--- config.mk ---
export PLATFORM = sky130hd
export DESIGN_NAME = i2c_arbiter
export DESIGN_NICKNAME = d
export VERILOG_FILES = /design/src/rtl/i2c_arbiter.sv
export SDC_FILE = /design/constraint.sdc
export NUM_CORES = 1
export LEC_CHECK = 0
export CAP_MARGIN = 20
export CORE_MARGIN = 2
export CORE_UTILIZATION = 39
export CTS_BUF_LIST = sky130_fd_sc_hd__clkbuf_16
export DETAILED_ROUTE_END_ITERATION = 12
export PLACE_DENSITY = 0.81
export SLEW_MARGIN = 40
export SYNTH_ARGS = -nofsm -noshare
export SYNTH_HDL_FRONTEND = slang
export SYNTH_SLANG_ARGS = --single-unit
--- constraint.sdc ---
create_clock -name clk -period 2.05 [get_ports clk]
set_input_delay 0.5125 -clock clk [delete_from_list [all_inputs] [get_ports clk]]
set_output_delay 0.5125 -clock clk [all_outputs]
set_load 0.005 [all_outputs]
--- src/rtl/i2c_arbiter.sv ---
// i2c_arbiter: round-robin scheduler sharing one I2C master among NUM_REQ requesters.
// Define I2C_ARB_TIMEOUT_EN to add the per-transaction watchdog and ABORT path.
module i2c_arbiter #(
    parameter int          NUM_REQ        = 4,
    parameter logic [15:0] TIMEOUT_CYCLES = 16'd40000
) (
    input  logic                 clk,
    input  logic                 rst_n,
    input  logic [NUM_REQ-1:0]   req,
    input  logic [NUM_REQ-1:0]   req_rw,
    input  logic [NUM_REQ-1:0]   req_speed,
    input  logic [7*NUM_REQ-1:0] req_addr,
    input  logic [8*NUM_REQ-1:0] req_wdata,
    output logic [NUM_REQ-1:0]   gnt,
    output logic [NUM_REQ-1:0]   done,
    output logic [7:0]           rsp_rdata,
    output logic                 rsp_err,
    output logic                 busy,
    output logic                 m_start,
    output logic                 m_reset,
    output logic                 m_speed,
    output logic                 m_rw,
    output logic [6:0]           m_addr,
    output logic [7:0]           m_wdata,
    input  logic [7:0]           m_rdata,
    input  logic                 m_ready
);
    localparam int IW = $clog2(NUM_REQ);
    if (NUM_REQ < 2 || NUM_REQ > 8 || TIMEOUT_CYCLES < 16'd2) begin : g_bad_cfg
        $error("i2c_arbiter: unsupported NUM_REQ or TIMEOUT_CYCLES");
    end
    typedef enum logic [2:0] {
        IDLE, ISSUE, WAIT_BUSY, WAIT_DONE, DONE
`ifdef I2C_ARB_TIMEOUT_EN
        , ABORT
`endif
    } state_t;
    state_t               state_q, state_d;
    logic [IW-1:0]        ptr_q, ptr_d, idx_q, idx_d, pick;
    logic [NUM_REQ-1:0]   gnt_q, gnt_d;
    logic                 speed_q, speed_d, rw_q, rw_d;
    logic [6:0]           addr_q, addr_d;
    logic [7:0]           wdata_q, wdata_d, rdata_q, rdata_d;
`ifdef I2C_ARB_TIMEOUT_EN
    logic                 err_q, err_d;
    logic [15:0]          wd_q, wd_d;
    logic                 expired;
    assign expired = wd_q == TIMEOUT_CYCLES - 16'd1;
`endif
    // Scan downwards so the lowest offset from the pointer wins.
    always_comb begin
        pick = ptr_q;
        for (int k = NUM_REQ - 1; k >= 0; k--) begin
            if (req[(int'(ptr_q) + k) % NUM_REQ]) pick = IW'((int'(ptr_q) + k) % NUM_REQ);
        end
    end
    always_comb begin
        state_d = state_q;
        ptr_d   = ptr_q;
        idx_d   = idx_q;
        gnt_d   = gnt_q;
        speed_d = speed_q;
        rw_d    = rw_q;
        addr_d  = addr_q;
        wdata_d = wdata_q;
        rdata_d = rdata_q;
`ifdef I2C_ARB_TIMEOUT_EN
        err_d   = err_q;
        wd_d    = wd_q;
`endif
        case (state_q)
            IDLE: if (|req && m_ready) begin
                state_d = ISSUE;
                idx_d   = pick;
                gnt_d   = NUM_REQ'(1) << pick;
                speed_d = req_speed[pick];
                rw_d    = req_rw[pick];
                addr_d  = req_addr[7*int'(pick) +: 7];
                wdata_d = req_wdata[8*int'(pick) +: 8];
            end
            ISSUE: begin
                state_d = WAIT_BUSY;
`ifdef I2C_ARB_TIMEOUT_EN
                wd_d    = '0;
`endif
            end
            WAIT_BUSY: begin
`ifdef I2C_ARB_TIMEOUT_EN
                wd_d    = wd_q + 16'd1;
                state_d = expired ? ABORT : (!m_ready ? WAIT_DONE : WAIT_BUSY);
`else
                state_d = !m_ready ? WAIT_DONE : WAIT_BUSY;
`endif
            end
            WAIT_DONE: begin
`ifdef I2C_ARB_TIMEOUT_EN
                wd_d = wd_q + 16'd1;
                if (expired) state_d = ABORT;
                else if (m_ready) begin
                    state_d = DONE;
                    rdata_d = m_rdata;
                    err_d   = 1'b0;
                end
`else
                if (m_ready) begin
                    state_d = DONE;
                    rdata_d = m_rdata;
                end
`endif
            end
            DONE: begin
                state_d = IDLE;
                gnt_d   = '0;
                ptr_d   = (idx_q == IW'(NUM_REQ - 1)) ? '0 : idx_q + 1'b1;
            end
`ifdef I2C_ARB_TIMEOUT_EN
            ABORT: begin
                state_d = DONE;
                err_d   = 1'b1;
            end
`endif
            default: state_d = IDLE;
        endcase
    end
    always_ff @(posedge clk or negedge rst_n) begin
        if (!rst_n) begin
            state_q <= IDLE;
            ptr_q   <= '0;
            idx_q   <= '0;
            gnt_q   <= '0;
            speed_q <= 1'b0;
            rw_q    <= 1'b0;
            addr_q  <= '0;
            wdata_q <= '0;
            rdata_q <= '0;
`ifdef I2C_ARB_TIMEOUT_EN
            err_q   <= 1'b0;
            wd_q    <= '0;
`endif
        end else begin
            state_q <= state_d;
            ptr_q   <= ptr_d;
            idx_q   <= idx_d;
            gnt_q   <= gnt_d;
            speed_q <= speed_d;
            rw_q    <= rw_d;
            addr_q  <= addr_d;
            wdata_q <= wdata_d;
            rdata_q <= rdata_d;
`ifdef I2C_ARB_TIMEOUT_EN
            err_q   <= err_d;
            wd_q    <= wd_d;
`endif
        end
    end
    assign gnt       = gnt_q;
    assign done      = gnt_q & {NUM_REQ{state_q == DONE}};
    assign rsp_rdata = rdata_q;
    assign busy      = state_q != IDLE;
    assign m_start   = state_q == ISSUE;
    assign m_speed   = speed_q;
    assign m_rw      = rw_q;
    assign m_addr    = addr_q;
    assign m_wdata   = wdata_q;
`ifdef I2C_ARB_TIMEOUT_EN
    assign rsp_err   = err_q;
    assign m_reset   = state_q == ABORT;
`else
    assign rsp_err   = 1'b0;
    assign m_reset   = 1'b0;
`endif
endmodule
Figure 1. The metal 1 layer (run 1).
Cells faint in the background.
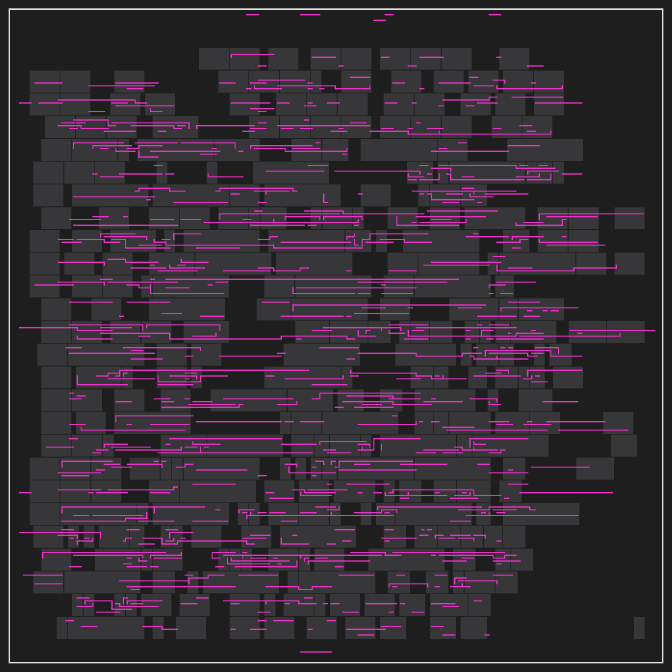
longest straight run: 35.0 um
nets with wire on the layer: 339
main direction: horizontal

Figure 2. Signal wires on met2 (run 1).
Bar = 20 um.
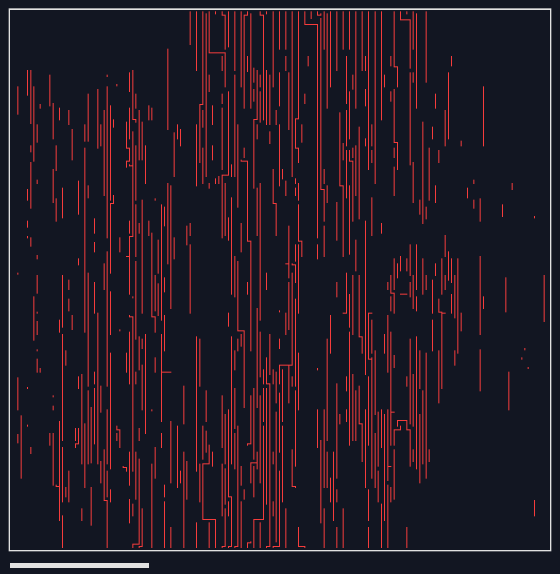
longest straight run: 30.8 um
share of all routed wire: 52%
wire length on this layer: 3090 um
nets with wire on the layer: 352
main direction: vertical

==> impl_metrics.yaml, run 1 <==
# yosys + openroad results
outcome:
  status: "finished clean"
finish:
  n_antenna_cell: 0
  stdcell_area_um2: 3590
  regArea_um2: 901
  most-common-layout-cells: "clkdlybuf4s50_1 (107), nand2_1 (47), dfrtp_1 (36), mux2i_1 (34), buf_4 (14)"
  mostFrequentLayoutCell: "clkdlybuf4s50_1"
  final_net_count: 409
worst_setup_path:
  worstPathMaxFanout: 4
  cp-endpoint: "done[3]"
  ff2ff_setup_slack_ns: 0.30
  required_ns: 1.54
  reg2reg_depth: 6
placement:
  gp_congestion: 0.776
  io_buffers: 117
route:
  drt-wirelength-per-cell_um: 15.1
  top_layer_used: "met4"
  drt-met1-wl_um: 2400
  ant_nets: 0
  dr_wl_met2_um: 3090
logic_synthesis:
  synth_seq_share_pct: 42.3
  synth_warnings: 0
  ys_ff: 36
  synthFlopType: "dfrtp_1"
  postSynthCellCount: 196
  synth.distinct_cells: 36
  synth_area_um2: 2130
  async_flop_share_pct: 100
grt:
  grt_use_total_pct: 19.7
  overflow: 0
  grt_pass1_vias: 1961
  antenna_found_initial: 0
  met1_usage_pct: 23.7
  grt.busiest_layer: "met2"
floorplanning:
  design.die.area_um2: 6070
  die.size.y_um: 77.9
  core_area_um2: 5200
  io_pins: 120
timing:
  fin_crit_sh_pct: 94.6
  final_max_slew_viol_count: 0
  setup_violations: 0
  fmax_mhz: 515
power:
  vdd_drop_max_uv: 616
  power_density_nw_per_um2: 1140
  p_leak_nw: 1.64
clock_tree:
  clock-sinks: 36
  cts-root-buf: "clkbuf_16"
Figure 3. Metal 3 (run 1).
Bar = 20 um.
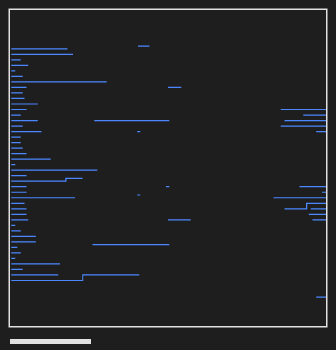
nets with wire on the layer: 58
longest straight run: 23.2 um
routed wire length: 5980 um
grt met3 use: 6.51%
vias: 1977

Figure 4. The clock network (run 1).
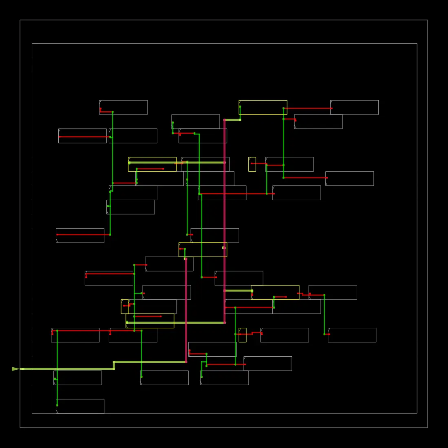
Clock Power: 0.701 mW
CLK BUF: 5
final setup skew: 0.00475 ns
worst skew pair latency: 0.28 ns

==> run 1: synth_stat cells (2+ instances only) <==
master     n  area, um2
a21oi_1    2       10.0
nand3_1    4       20.0
nor2_1     4       15.0
nand2b_4   2       27.5
and3_2     4       30.0
o21ai_0    3       15.0
o221ai_1   7       61.3
clkbuf_8   2       27.5
buf_8      3       45.0
inv_1      2       7.51
o21ai_1    2       10.0
nor2b_1    3       18.8
buf_6      5       56.3
mux2i_1   34        340
nand2_1   47        176
dfrtp_1   36        901
buf_4      3       22.5
mux2_2     2       22.5
nor3b_1    3       22.5
o31ai_1    2       15.0
o221ai_2  11        165
==> run 1: kinds of logic after synthesis <==
kind of cell               share of synthesized area (%)
adders and majority gates                          0.587
muxes                                               17.0
other                                              0.176
and+or+nand+nor                                     16.3
DFF                                                 42.3
buffers and inverters                               8.75
AOI/OAI and AO/OA                                   14.9
==> run 1: critical path: stages, from the launching register on <==
cell           delay [ns]
dfrtp_1              0.38
nor2_1               0.06
buf_4                0.14
buf_4                0.13
and3_2               0.19
dlygate4sd2_1        0.25
==> run 1: stage by stage <==
stage | hold slack, ns | power [mW] | std cells | worst slack [ns] | util [%]
2_1_floorplan | 0.217 | 2.33 | 197 | 0.273 | -
3_3_place_gp | 0.459 | 3.24 | 383 | -0.209 | 64.9
3_5_place_dp | 0.463 | 3.29 | 383 | -0.262 | 64.9
4_1_cts | 0.290 | 4.06 | 395 | 0.00785 | 67.9
5_1_grt | 0.310 | 4.35 | 396 | 0.0583 | 68.9
6_report | 0.276 | 4.08 | 396 | 0.110 | 68.9
==> run 1: power by group <==
| group | switching [mW] | internal (mW) |
|---|---|---|
| clock network | 0.265 | 0.436 |
| registers | 0.206 | 1.03 |
| logic | 0.869 | 1.27 |
| total | 1.34 | 2.74 |
==> run 1: layout make-up <==
cell class                 instances  area share, %
tap                               70           2.44
timing repair buffer             136           38.5
clock buffer                       5           3.49
sequential                        36           25.1
multi-input combinational        143           29.9
inverter                           3          0.314
clock inverter                     3          0.314
==> run 1: how the worst min path moves through the flow <==
stage / from / end / slack [ns] / cells past startpoint
after global routing: rst_n / rsp_rdata[5] / 0.31 / 2
after CTS: rst_n / gnt[0] / 0.29 / 2
after detailed placement: rsp_rdata[5] / rsp_rdata[5] / 0.46 / 2
after floorplan: rst_n / gnt[0] / 0.22 / 0
after global placement: rsp_rdata[2] / rsp_rdata[2] / 0.46 / 2
final: rst_n / rsp_rdata[5] / 0.28 / 2
==> run 1: timing repair <==
| item | 4_1_cts | 5_1_grt |
|---|---|---|
| pin swaps | 1 | 1 |
| hold buffers | 0 | 0 |
| gates cloned | 0 | 1 |
| buffers inserted | 4 | 0 |
| endpoints found under the setup margin | 4 | 18 |
| gates resized | 5 | 9 |
==> run 1: registers in the layout, summed over array words and instances, names as in the netlist <==
| name | cells |
|---|---|
| idx_q | 2 |
| m_rw | 1 |
| rsp_rdata | 8 |
| m_wdata | 8 |
| state_q | 3 |
| gnt | 4 |
| ptr_q | 2 |
| m_speed | 1 |
| m_addr | 7 |
Figure 5. Routed metal per tile (run 1).
Bar = 20 um. The die is cut into 16 by 16 equal tiles; dark purple is low, yellow is high, scaled to the fullest tile. Values are wire area over tile area, all layers added.
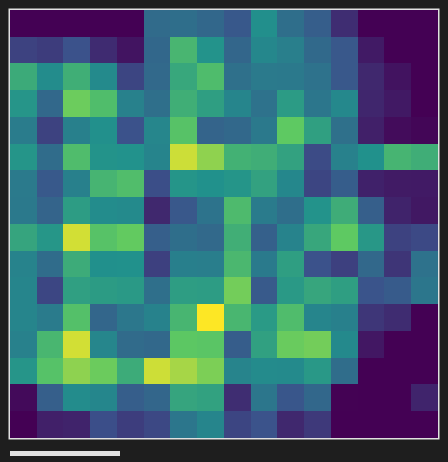

==> run 2, diff against run 1 <==
--- a/config.mk
+++ b/config.mk
@@ -6,11 +6,15 @@
 export NUM_CORES = 1
 export LEC_CHECK = 0
 export CAP_MARGIN = 20
+export CELL_PAD_IN_SITES_DETAIL_PLACEMENT = 1
+export CELL_PAD_IN_SITES_GLOBAL_PLACEMENT = 1
 export CORE_MARGIN = 2
-export CORE_UTILIZATION = 39
+export CORE_UTILIZATION = 28
 export CTS_BUF_LIST = sky130_fd_sc_hd__clkbuf_16
+export CTS_CLUSTER_SIZE = 10
 export DETAILED_ROUTE_END_ITERATION = 12
-export PLACE_DENSITY = 0.81
+export PLACE_DENSITY_LB_ADDON = 0.1
+export RECOVER_POWER = 100
 export SLEW_MARGIN = 40
 export SYNTH_ARGS = -nofsm -noshare
 export SYNTH_HDL_FRONTEND = slang
Figure 6. Routed metal per tile (run 2).
Bar = 20 um. The die is cut into 18 by 18 equal tiles; dark purple is low, yellow is high, scaled to the fullest tile. Values are wire area over tile area, all layers added.
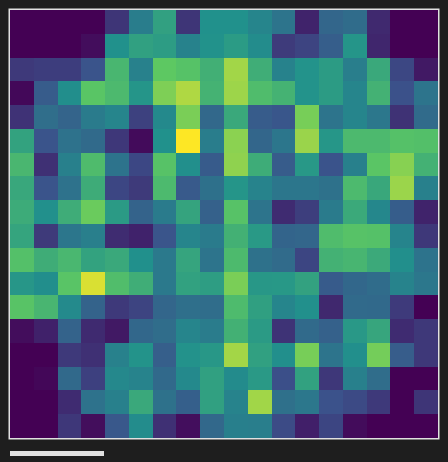
nearly empty tiles: 8.0%
fullest tile: 0.32
densest ninth of the die: top center
mean over tiles: 0.13
tiles over half the peak: 34%

==> run 2 against run 1 <==
Net effect:
- global-route usage shrank 3.9 points
- combinational power shrank 4%
- non-clock buffer count grew 2
- critical endpoint is now m_start
- hold slack gained 0.17 ns
- critical path type unchanged
- clock skew shrank 0.00087 ns
- highest routed layer unchanged
- critical path depth shrank 3
- synthesized cell count is the same
- area after synthesis is the same
==> impl_metrics.yaml, run 2 <==
# yosys + openroad results
timing:
  final_max_slew_viol_count: 0
  rsz0062_at_grt: "false"
  fmax_mhz: 518
  setup_violations: 0
  fin_crit_sh_pct: 94.2
  fin_crit_ns: 1.93
  clock_skew_ns: 0.00388
  fin_ws_ns: 0.120
placement:
  place_hpwl_um: 4940
  dp_cells: 413
  gp_congestion: 0.716
  dp_slack_ns: -0.274
  io_buffers: 117
floorplanning:
  core_area_um2: 7290
  io_pins: 120
  die.size.y_um: 91.2
  design.die.area_um2: 8320
worst_setup_path:
  critPathSlowestCell: "clkdlybuf4s50_1"
  ff2ff_setup_slack_ns: 0.20
  worstReg2RegStart: "ptr_q[1]"
  path_buffers: 1
  cp_cell_sequence: "nor3b_2 > clkdlybuf4s50_1"
  cp-endpoint: "m_start"
  cp_slowest_stage_delay_ns: 0.52
  reg2reg_depth: 7
  critical_path.top_delay_family: "buffers and inverters"
  worstPathMaxFanout: 4
  cp.depth: 2
  required_ns: 1.54
finish:
  regArea_um2: 901
  mostFrequentLayoutCell: "clkdlybuf4s50_1"
  n_antenna_cell: 0
  final_net_count: 411
  final_cells: 427
  most-common-layout-cells: "clkdlybuf4s50_1 (79), nand2_1 (47), dfrtp_1 (36), mux2i_1 (30), dlygate4sd3_1 (29)"
power:
  power_density_nw_per_um2: 1140
  seqPwrFrac_pct: 29.8
  switching_share_pct: 32.5
  pwr-share-clk_pct: 20.6
  vdd_drop_max_uv: 372
  power_switching_mw: 1.35
  total_power_mw: 4.16
  p_leak_nw: 1.69
  power.internal_mw: 2.81
  p_comb_share_pct: 49.6
logic_synthesis:
  synth.most_common_cell: "nand2_1"
  postSynthCellCount: 196
  async_flop_share_pct: 100
  yosysTopAreaCellShare_pct: 42.3
  synth.distinct_cells: 36
  synthFlopType: "dfrtp_1"
  ys_ff: 36
  topCellsByArea: "dfrtp_1 (42%), mux2i_1 (16%), nand2_1 (8.3%)"
  synth_warnings: 0
  synth_seq_share_pct: 42.3
  yosysTopAreaCell: "dfrtp_1"
  synth_area_um2: 2130
min_path:
  min_path_type: "in2async"
outcome:
  status: "finished clean"
route:
  vias: 1984
  ant_nets: 0
  initialDrtViolationCount: 45
  drt-wirelength-per-cell_um: 15.9
  wl_um: 6800
grt:
  overflow: 0
  grt_pass1_wl_um: 10500
  grt_pass1_vias: 2072
  grt_use_total_pct: 15.7
  antenna_found_initial: 0
clock_tree:
  clock-sinks: 36
  clk_latency_ns: 0.28
  cts-hold-fix-buffers: 0
  cts-root-buf: "clkbuf_16"
Figure 7. Signal wires on met2 (run 2).
Bar = 20 um.
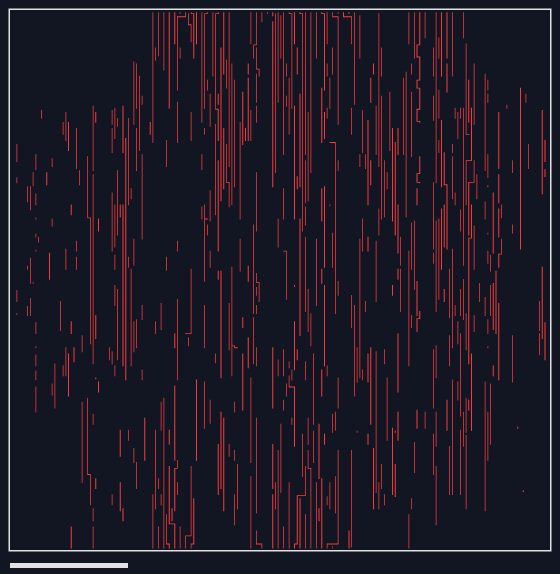
wire length on this layer: 3530 um
nets with wire on the layer: 376
main direction: vertical
share of all routed wire: 52%

[run 2: per-stage QoR]
stage / util, % / area, um2 / hold slack, ns
finish: 50.1 / 3650 / 0.446
global route: 50.1 / 3650 / 0.487
CTS: 49.3 / 3590 / 0.295
detailed placement: 46.9 / 3420 / 0.469
global placement: 46.9 / 3420 / 0.458
floorplan: - / 2130 / 0.217
[run 2: metal layers]
metal | vias up | share of wire (%) | GRT usage (%)
li1 | 959 | - | -
met1 | 962 | 41 | 18.9
met2 | 57 | 52 | 27.2
met3 | 6 | 5.7 | 4.65
met4 | 0 | 1.0 | 4.55
met5 | - | 0 | 0
[run 2: kinds of logic (layout without fill, tap and decap cells)]
group	Yosys count	after routing	synth area share [%]
DFF	36	36	42.3
other	1	2	0.176
and+or+nand+nor	72	72	16.3
buffers and inverters	18	149	8.75
adders and majority gates	1	1	0.587
AOI/OAI and AO/OA	32	32	14.9
muxes	36	36	17.0
[run 2: worst min-delay path by stage]
stage,start,to,cells past startpoint
floorplan,rst_n,gnt[0],0
global placement,rsp_rdata[3],rsp_rdata[3],2
detailed placement,rsp_rdata[5],rsp_rdata[5],2
CTS,rst_n,rsp_rdata[5],2
global route,rsp_rdata[1],rsp_rdata[1],2
finish,rst_n,m_wdata[7],2
[run 2: power groups by stage]
| stage | clock, mW | combinational (mW) | sequential, mW |
|---|---|---|---|
| after CTS | 0.883 | 2.12 | 1.25 |
| after global placement | 0 | 2.07 | 1.23 |
| after floorplan | 0 | 1.10 | 1.23 |
| after detailed placement | 0 | 2.10 | 1.25 |
| final | 0.856 | 2.06 | 1.24 |
| after global routing | 0.911 | 2.27 | 1.29 |
[run 2: cell type report]
type                            instances  share of cell area, %
Clock buffer                            5                   3.43
Clock inverter                          3                   1.06
Inverter                                3                  0.308
Multi-Input combinational cell        143                   28.6
Sequential cell                        36                   24.7
Tap cell                               99                   3.39
Timing Repair Buffer                  138                   38.5
[run 2: timing repair]
item                       in CTS  in global routing
buffers inserted                1                  3
resized                         7                 16
setup endpoints to repair       4                 18
pin swaps                       1                  2
gates cloned                    0                  2
==> run 3, diff against run 2 <==
--- a/config.mk
+++ b/config.mk
@@ -13,6 +13,7 @@
 export CTS_BUF_LIST = sky130_fd_sc_hd__clkbuf_16
 export CTS_CLUSTER_SIZE = 10
 export DETAILED_ROUTE_END_ITERATION = 12
+export GPL_ROUTABILITY_DRIVEN = 0
 export PLACE_DENSITY_LB_ADDON = 0.1
 export RECOVER_POWER = 100
 export SLEW_MARGIN = 40
Figure 8. The clock network (run 3).
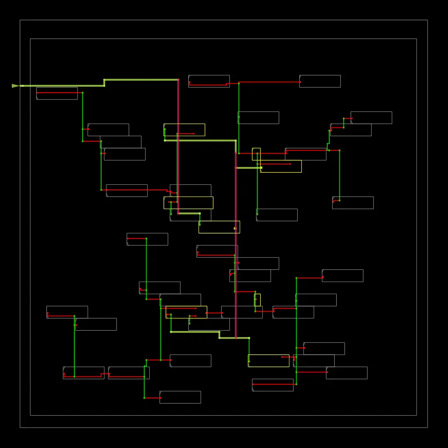
Flops: 36
Clock Power: 0.856 mW
clock buffer count from CTS: 5

==> run 3 against run 2 <==
Net effect:
- final cell count unchanged
- highest routed layer unchanged
- non-clock buffer count unchanged
- clock power about the same
- critical path type unchanged
- clock skew unchanged
- setup slack unchanged
- final area unchanged
- die area unchanged
==> impl_metrics.yaml, run 3 <==
# yosys + openroad results
route:
  initialDrtViolationCount: 45
  ant_nets: 0
  drc_errors: 0
  vias_per_cell: 4.65
  drt-wirelength-per-cell_um: 15.9
  dr.pass1.iters: 4
logic_synthesis:
  yosysTopAreaCell: "dfrtp_1"
  async_flop_share_pct: 100
  synth_area_um2: 2130
  yosysTopAreaCellShare_pct: 42.3
  ys_cells: 196
  synthFlopType: "dfrtp_1"
  yosys.stat.chipArea_um2: 2130
  ys_ff: 36
  postSynthCellCount: 196
  synth.most_common_cell: "nand2_1"
  synth.distinct_cells: 36
  topCellsByArea: "dfrtp_1 (42%), mux2i_1 (16%), nand2_1 (8.3%)"
  edf_count: 0
  synth_seq_share_pct: 42.3
  synth_warnings: 0
  common_cells: "nand2_1 (47), dfrtp_1 (36), mux2i_1 (34)"
  syn_area_per_cell_um2: 10.9
timing:
  fmax_mhz: 518
  fin_crit_ns: 1.93
  setup_violations: 0
  rsz0062_at_grt: "false"
  clock_skew_ns: 0.00388
  fin_ws_ns: 0.120
  final_max_slew_viol_count: 0
  hold_viol: 0
  fin_crit_sh_pct: 94.2
  max_slew_margin_pct: 38.3
  worstMarginPinSlew_ns: 0.926
  fin_tns_setup_ns: 0
worst_setup_path:
  worstPathMaxFanout: 4
  timing_worst_setup_path_type: "reg2out"
  required_ns: 1.54
  end_kind: "output pin"
  cp.arrival_ns: 1.42
  ff2ff_setup_slack_ns: 0.20
  crit_path_start_kind: "flop"
min_path:
  min_path_type: "in2async"
floorplanning:
  chipWidth_um: 91.2
  design.die.area_um2: 8320
  num_rows: 31
  core_area_um2: 7290
  fp_util_pct: 29.2
  io_pins: 120
  die.size.y_um: 91.2
clock_tree:
  clkTransAtPathRegs_ns: 0.06
  htree_levels: 2
  cts_tree: "done"
  clockBufferDepth: 2
  cts-hold-fix-buffers: 0
  cts-root-buf: "clkbuf_16"
  clock-sinks: 36
  clk_latency_ns: 0.28
grt:
  antenna_found_initial: 0
  grt_pass1_wl_um: 10500
  grt_use_total_pct: 15.7
  grt_pass1_vias: 2072
  grt_max_degree: 37
  overflow: 0
outcome:
  status: "finished clean"
flow_run:
  drv_cap: 0
  log.warning_count: 26
power:
  vdd_drop_max_uv: 372
  p_leak_nw: 1.69
  power_density_nw_per_um2: 1140
finish:
  drive_gt1_share_pct: 16.5
  regArea_um2: 901
  mi_logic_area_um2: 1040
  fin_util_pct: 50.1
  fillCellCount: 832
  most-common-layout-cells: "clkdlybuf4s50_1 (79), nand2_1 (47), dfrtp_1 (36), mux2i_1 (30), dlygate4sd3_1 (29)"
  n_antenna_cell: 0
  mostFrequentLayoutCell: "clkdlybuf4s50_1"
  final_net_count: 411
  areaGrowthSynthToFinish_pct: 71.4
placement:
  io_buffers: 117
  dp_slack_ns: -0.274
  place_hpwl_um: 4940
Figure 9. The metal 1 layer (run 3).
Cells faint in the background.
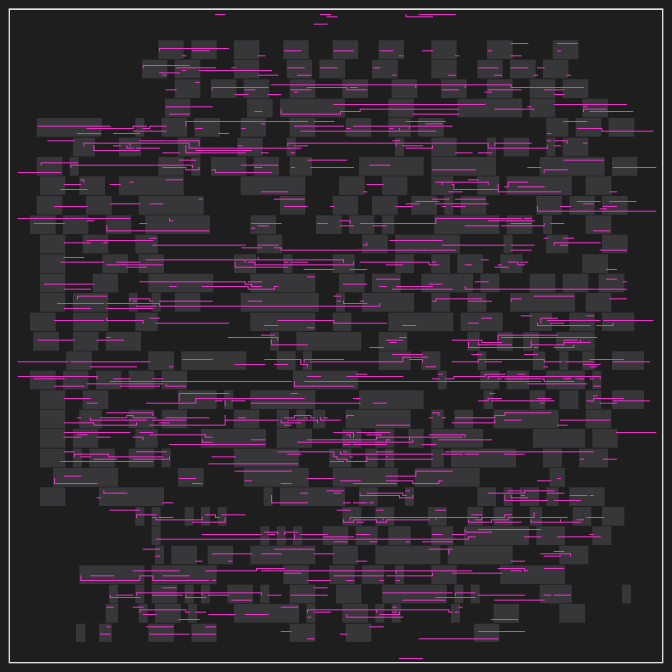
wire length on this layer: 2810 um
nets with wire on the layer: 349
main direction: horizontal
share of all routed wire: 41%
longest straight run: 43.7 um
vias: 1984
routed wire length: 6800 um
met1 usage: 18.9%

[run 3: where the power goes]
part           internal (mW)  total, mW  switching, mW
logic                   1.21       2.06          0.849
clock network          0.567      0.856          0.290
registers               1.03       1.24          0.211
total                   2.81       4.16           1.35
[run 3: cell type report]
type,instances,area share (%)
Timing Repair Buffer,138,38.5
Inverter,3,0.308
Sequential cell,36,24.7
Multi-Input combinational cell,143,28.6
Clock buffer,5,3.43
Clock inverter,3,1.06
Tap cell,99,3.39
[run 3: per-layer routing]
metal | GRT usage, % | wire (um)
met1 | 18.9 | 2810
met2 | 27.2 | 3530
met3 | 4.65 | 389
met4 | 4.55 | 71
met5 | 0 | 0
[run 3: kinds of logic after synthesis]
kind of cell / Yosys count / share of synthesized area, %
compound gates: 32 / 14.9
fa+ha+maj: 1 / 0.587
buf+inv: 18 / 8.75
flops: 36 / 42.3
mux: 36 / 17.0
other cells: 1 / 0.176
simple gates: 72 / 16.3
[run 3: final timing paths]
path	startpoint	end	depth (start not counted)
max reg2reg	ptr_q[1]	m_addr[1]	7
min in group clk	rsp_rdata[1]	rsp_rdata[1]	2
min reg2reg	rsp_rdata[1]	rsp_rdata[1]	2
max in group asynchronous	rst_n	m_speed	2
min	rst_n	m_wdata[7]	2
max	state_q[0]	m_start	2
[run 3: critical path, cell delays in order, from the launching register on]
cell	delay, ns
dfrtp_1	0.43
nor3b_2	0.19
clkdlybuf4s50_1	0.52
[run 3: per-stage QoR]
stage / power (mW) / cell area (um2) / std cells / hold slack (ns)
final: 4.16 / 3650 / 427 / 0.446
after CTS: 4.25 / 3590 / 422 / 0.295
after global routing: 4.47 / 3650 / 427 / 0.487
after floorplan: 2.33 / 2130 / 197 / 0.217
after detailed placement: 3.35 / 3420 / 413 / 0.469
after global placement: 3.30 / 3420 / 413 / 0.458
[run 3: what timing repair did]
item | CTS | global route
gates resized | 7 | 16
gates cloned | 0 | 2
buffers inserted | 1 | 3
setup endpoints to repair | 4 | 18
pin swaps | 1 | 2
Power is estimated from default activity; no workload was simulated.
